==> config.mk <==
export PLATFORM = sky130hd
export DESIGN_NAME = cmp_seq
export DESIGN_NICKNAME = d
export VERILOG_FILES = /design/src/rtl/cmp_seq.sv
export SDC_FILE = /design/constraint.sdc
export NUM_CORES = 1
export LEC_CHECK = 0
export ABC_CLOCK_PERIOD_IN_PS = 4820
export CORE_ASPECT_RATIO = 0.5
export CORE_MARGIN = 2
export CORE_UTILIZATION = 50
export CTS_CLUSTER_SIZE = 30
export DETAILED_ROUTE_END_ITERATION = 12
export PLACE_DENSITY = 0.78
export SYNTH_ARGS = -nofsm -noshare
export SYNTH_HDL_FRONTEND = slang
export SYNTH_SLANG_ARGS = --single-unit
export TNS_END_PERCENT = 5
==> constraint.sdc <==
create_clock -name clk -period 4.82 [get_ports clk]
set_input_delay 0.482 -clock clk [delete_from_list [all_inputs] [get_ports clk]]
set_output_delay 0.482 -clock clk [all_outputs]
set_load 0.01 [all_outputs]
==> src/rtl/cmp_seq.sv <==
// cmp_seq - multi-cycle, multi-mode operand comparator for branch resolution.
//
// Compares two WIDTH-bit operands CHUNK bits per cycle, most significant
// slice first, and stops at the first slice that differs. One unit covers
// the whole branch family (beq/bne/blt/bge/bltu/bgeu/blez/bgtz).
//
// Parameters:
//   WIDTH  operand width in bits (multiple of CHUNK)
//   CHUNK  bits compared per cycle (>= 1)
//
// Ports:
//   clk     rising-edge clock
//   reset   asynchronous, active-high reset
//   start   request, only sampled in IDLE or DONE
//   mode    0 EQ, 1 NE, 2 LT, 3 GE, 4 LTU, 5 GEU, 6 LEZ, 7 GTZ
//   a, b    operands (b is forced to zero for modes 6 and 7)
//   busy    high while slices are being scanned
//   done    one-cycle pulse, result/eq/lt valid
//   result  outcome of the selected mode, held until overwritten
//   eq      a == b, held with result
//   lt      a < b (signed or unsigned by mode), held with result
module cmp_seq #(
  parameter int WIDTH = 32,
  parameter int CHUNK = 8
) (
  input  logic             clk,
  input  logic             reset,
  input  logic             start,
  input  logic [2:0]       mode,
  input  logic [WIDTH-1:0] a,
  input  logic [WIDTH-1:0] b,
  output logic             busy,
  output logic             done,
  output logic             result,
  output logic             eq,
  output logic             lt
);

  localparam int N  = WIDTH / CHUNK;
  localparam int IW = (N > 1) ? $clog2(N) : 1;
  localparam logic [IW-1:0]    IDX_TOP  = IW'(N - 1);
  localparam logic [CHUNK-1:0] MSB_MASK = CHUNK'(1) << (CHUNK - 1);

  generate
    if (CHUNK < 1 || (WIDTH % CHUNK) != 0) begin : g_bad_params
      $error("cmp_seq: WIDTH must be a positive multiple of CHUNK");
    end
  endgenerate

  typedef enum logic [1:0] {
    IDLE = 2'd0,
    SCAN = 2'd1,
    DONE = 2'd2
  } state_t;

  // Modes whose ordering is two's-complement signed.
  function automatic logic is_signed_mode(input logic [2:0] m);
    return (m == 3'd2) || (m == 3'd3) || (m == 3'd6) || (m == 3'd7);
  endfunction

  // Map the (eq, lt) pair onto the branch outcome for a mode.
  function automatic logic mode_outcome(input logic [2:0] m, input logic e, input logic l);
    logic r;
    case (m)
      3'd0:    r = e;
      3'd1:    r = ~e;
      3'd2:    r = l;
      3'd3:    r = ~l;
      3'd4:    r = l;
      3'd5:    r = ~l;
      3'd6:    r = l | e;
      3'd7:    r = ~(l | e);
      default: r = 1'b0;
    endcase
    return r;
  endfunction

  state_t           state, state_nx;
  logic [IW-1:0]    idx, idx_nx;
  logic [WIDTH-1:0] a_sh, a_sh_nx;
  logic [WIDTH-1:0] b_sh, b_sh_nx;
  logic [2:0]       mode_q, mode_nx;
  logic             busy_nx, done_nx, result_nx, eq_nx, lt_nx;

  logic [CHUNK-1:0] flip;
  logic [CHUNK-1:0] a_slice;
  logic [CHUNK-1:0] b_slice;
  logic             slice_diff;
  logic             slice_lt;
  logic             last_slice;
  logic             accept;

  // The latched operands are shifted left each cycle, so the slice under
  // test is always the top CHUNK bits. Inverting the sign bit of the top
  // slice turns a signed comparison into an unsigned one.
  assign flip       = (is_signed_mode(mode_q) && (idx == IDX_TOP)) ? MSB_MASK : {CHUNK{1'b0}};
  assign a_slice    = a_sh[WIDTH-1 -: CHUNK] ^ flip;
  assign b_slice    = b_sh[WIDTH-1 -: CHUNK] ^ flip;
  assign slice_diff = (a_slice != b_slice);
  assign slice_lt   = (a_slice < b_slice);
  assign last_slice = (idx == {IW{1'b0}});
  assign accept     = start && ((state == IDLE) || (state == DONE));

  // State and datapath registers, including all registered outputs.
  always_ff @(posedge clk or posedge reset) begin
    if (reset) begin
      state  <= IDLE;
      idx    <= IDX_TOP;
      a_sh   <= {WIDTH{1'b0}};
      b_sh   <= {WIDTH{1'b0}};
      mode_q <= 3'd0;
      busy   <= 1'b0;
      done   <= 1'b0;
      result <= 1'b0;
      eq     <= 1'b0;
      lt     <= 1'b0;
    end else begin
      state  <= state_nx;
      idx    <= idx_nx;
      a_sh   <= a_sh_nx;
      b_sh   <= b_sh_nx;
      mode_q <= mode_nx;
      busy   <= busy_nx;
      done   <= done_nx;
      result <= result_nx;
      eq     <= eq_nx;
      lt     <= lt_nx;
    end
  end

  // Next-state decision.
  always_comb begin
    state_nx = IDLE;
    case (state)
      IDLE: begin
        if (start) state_nx = SCAN;
        else       state_nx = IDLE;
      end
      SCAN: begin
        if (slice_diff || last_slice) state_nx = DONE;
        else                          state_nx = SCAN;
      end
      DONE: begin
        if (start) state_nx = SCAN;
        else       state_nx = IDLE;
      end
      default: state_nx = IDLE;
    endcase
  end

  // Next values of the datapath and of the registered outputs.
  always_comb begin
    idx_nx    = idx;
    a_sh_nx   = a_sh;
    b_sh_nx   = b_sh;
    mode_nx   = mode_q;
    result_nx = result;
    eq_nx     = eq;
    lt_nx     = lt;
    busy_nx   = (state_nx == SCAN);
    done_nx   = (state_nx == DONE);

    if (accept) begin
      a_sh_nx = a;
      // Compare-against-zero modes ignore b entirely.
      if (mode[2:1] == 2'b11) b_sh_nx = {WIDTH{1'b0}};
      else                    b_sh_nx = b;
      mode_nx = mode;
      idx_nx  = IDX_TOP;
    end else if (state == SCAN) begin
      if (slice_diff) begin
        eq_nx     = 1'b0;
        lt_nx     = slice_lt;
        result_nx = mode_outcome(mode_q, 1'b0, slice_lt);
      end else if (last_slice) begin
        eq_nx     = 1'b1;
        lt_nx     = 1'b0;
        result_nx = mode_outcome(mode_q, 1'b1, 1'b0);
      end else begin
        a_sh_nx = a_sh << CHUNK;
        b_sh_nx = b_sh << CHUNK;
        idx_nx  = idx - IW'(1);
      end
    end else begin
      idx_nx = idx;
    end
  end

endmodule
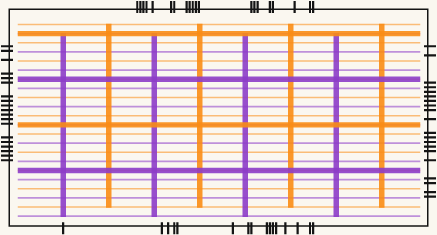
Fig. 1. Floorplan with the power grid.
Pins as bars on the die edge.
Purple is VSS. Orange is VDD.
75 signal pins sit on the boundary. 8 straps on met4.
total core area: 6860 µm²
Die Span Y: 64.2 µm
VDD IR-drop max: 0.184 mV

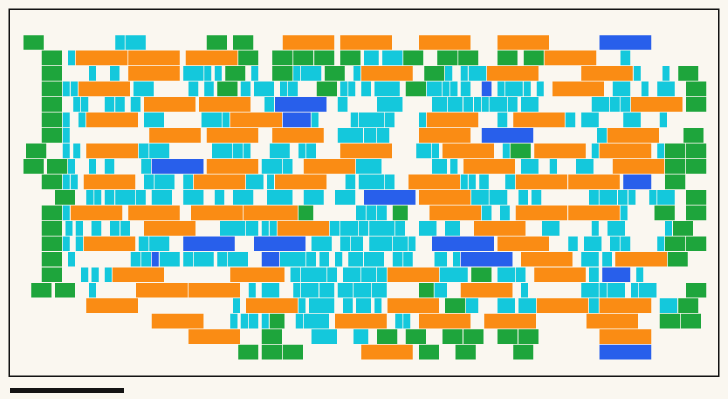
Fig. 2. Cell classes on the final placement.
The bar under the picture is 20 µm long.
Orange is flip-flops, cells 76, share of their area 41%. Blue is clock drivers and dummy loads, cells 16, share of their area 6.8%. Green is other buffers and delay cells, cells 78, share of their area 17%. Cyan is all other logic, cells 259, share of their area 35%.

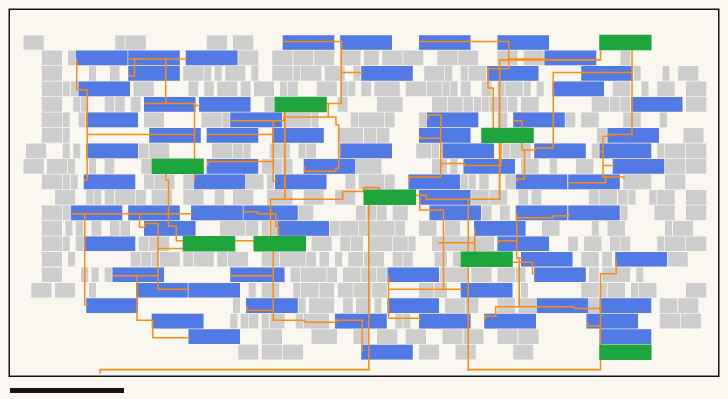
Fig. 3. Clock distribution.
The bar under the picture is 20 µm long.
Orange is clock wires, length 970 µm. Blue is flip-flops, count 76. Green is cells driving clock nets, count 9.
There are 10 routed clock nets. Position of the flops: widely spread.

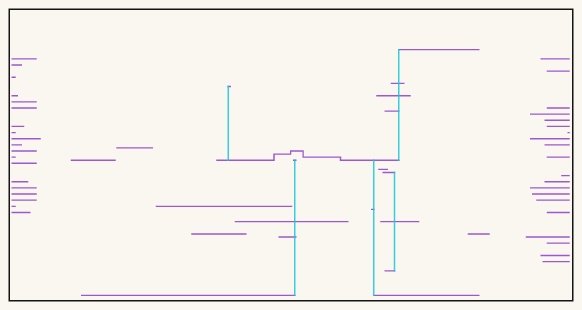
Fig. 4. Wiring by layer.
Two of the layers only.
Cyan is met4, wire length 122 µm. Purple is met3, wire length 435 µm.

==> results.sh <==
# source this file to load flow results
export IMPL_ys_types=36
export IMPL_maxCapViolCount=0
export IMPL_comb_area_share_pct=32.7
export IMPL_cp_endpoint="a_sh[14]"
export IMPL_worst_endpoint_required_ns=5.00
export IMPL_total_power_mw=1.78
export IMPL_holdPathEnd="lt"
export IMPL_clock_area_share_pct=6.68
export IMPL_grt_overflow_total=0
export IMPL_r2r_start="a_sh[30]"
export IMPL_edf_count=0
export IMPL_routed_wl_met3_um=434
export IMPL_cts_max_level=3
export IMPL_clk_pin_slew_worst_paths_ns=0.06
export IMPL_n_tap_cell=92
export IMPL_chipWidth_um=124
export IMPL_drtIter0Drc=211
export IMPL_swShare_pct=25.3
export IMPL_fp_util_pct=52.8
export IMPL_ff_type="dfrtp_1"
export IMPL_outcome="finished clean"
export IMPL_worstReg2RegEnd="a_sh[14]"
export IMPL_flop_area_um2=1900
export IMPL_grt_use_total_pct=22.3
export IMPL_pg_clk_mw=0.692
export IMPL_hold_viol=0
export IMPL_hold_class="reg2reg"
export IMPL_worst_pin_slew_ns=1.23
export IMPL_finalWorstSetupSlack_ns=2.09
export IMPL_drt_wirelength_per_cell_um=15.9
export IMPL_hold_buffers=0
export IMPL_r2r_cells=7
export IMPL_async_flop_share_pct=100
export IMPL_wirelength_met1_mm=3.87
export IMPL_cp_startpoint="a_sh[30]"
export IMPL_clkPwrFrac_pct=38.8
export IMPL_cp_depth=7
export IMPL_tns_ns=0
export IMPL_criticalPathCategory="reg2reg"
export IMPL_drt_antenna_violating_nets=0
export IMPL_grt_max_degree=63
export IMPL_antenna_cells=0
export IMPL_power_density_nw_per_um2=379
export IMPL_crit_family="simple AND/OR/NAND/NOR gates"
export IMPL_clockBufferDepth=2
export IMPL_wl_met2_mm=3.85
export IMPL_syn_inst=359
export IMPL_synthesis_area_um2=3620
export IMPL_nNetsFinal=507
export IMPL_rows=21
export IMPL_fin_skew_ns=0.00543
export IMPL_path_buffers=1
export IMPL_io_pins=75
export IMPL_layout_top_cells="dfrtp_1 (74), clkdlybuf4s50_1 (74), nand2_1 (72)"
export IMPL_synth_avg_cell_area_um2=10.1
export IMPL_setup_viol=0
export IMPL_fin_crit_sh_pct=56.7
export IMPL_die_area_um2=7980
export IMPL_synthTopCellsByCount="dfrtp_1 (74), nand2_1 (72), o21ai_0 (47)"
export IMPL_post_place_ws_ns=2.09
export IMPL_clock_sinks=76
export IMPL_n_clock_buffer=13
export IMPL_drc=0
export IMPL_warnings=30
export IMPL_endpoint_kind="flip-flop"
export IMPL_p_int_mw=1.33
export IMPL_cts_buffers=9
export IMPL_fin_area_um2=4700
export IMPL_grt_antenna_before_repair=0
export IMPL_r2r_slack_ns=2.09
export IMPL_seq_power_share_pct=44.0
export IMPL_grt_pass1_vias=2896
export IMPL_simple_gate_share_pct=11.8
export IMPL_switchingPower_mw=0.451
export IMPL_whs_path_depth=2
export IMPL_totalWireLength_mm=8.28
export IMPL_fin_cells=521
export IMPL_synth_seq_share_pct=52.6
export IMPL_cp_max_fo=35
export IMPL_fa_ha_area_share_pct=4.49
export IMPL_relSlewSlack_pct=18.0
export IMPL_final_layout_size_suffix_gt1_share_pct=7.23
export IMPL_post_cts_resized=0
export IMPL_cts_tree="built"
Power and IR drop assume default switching activity.
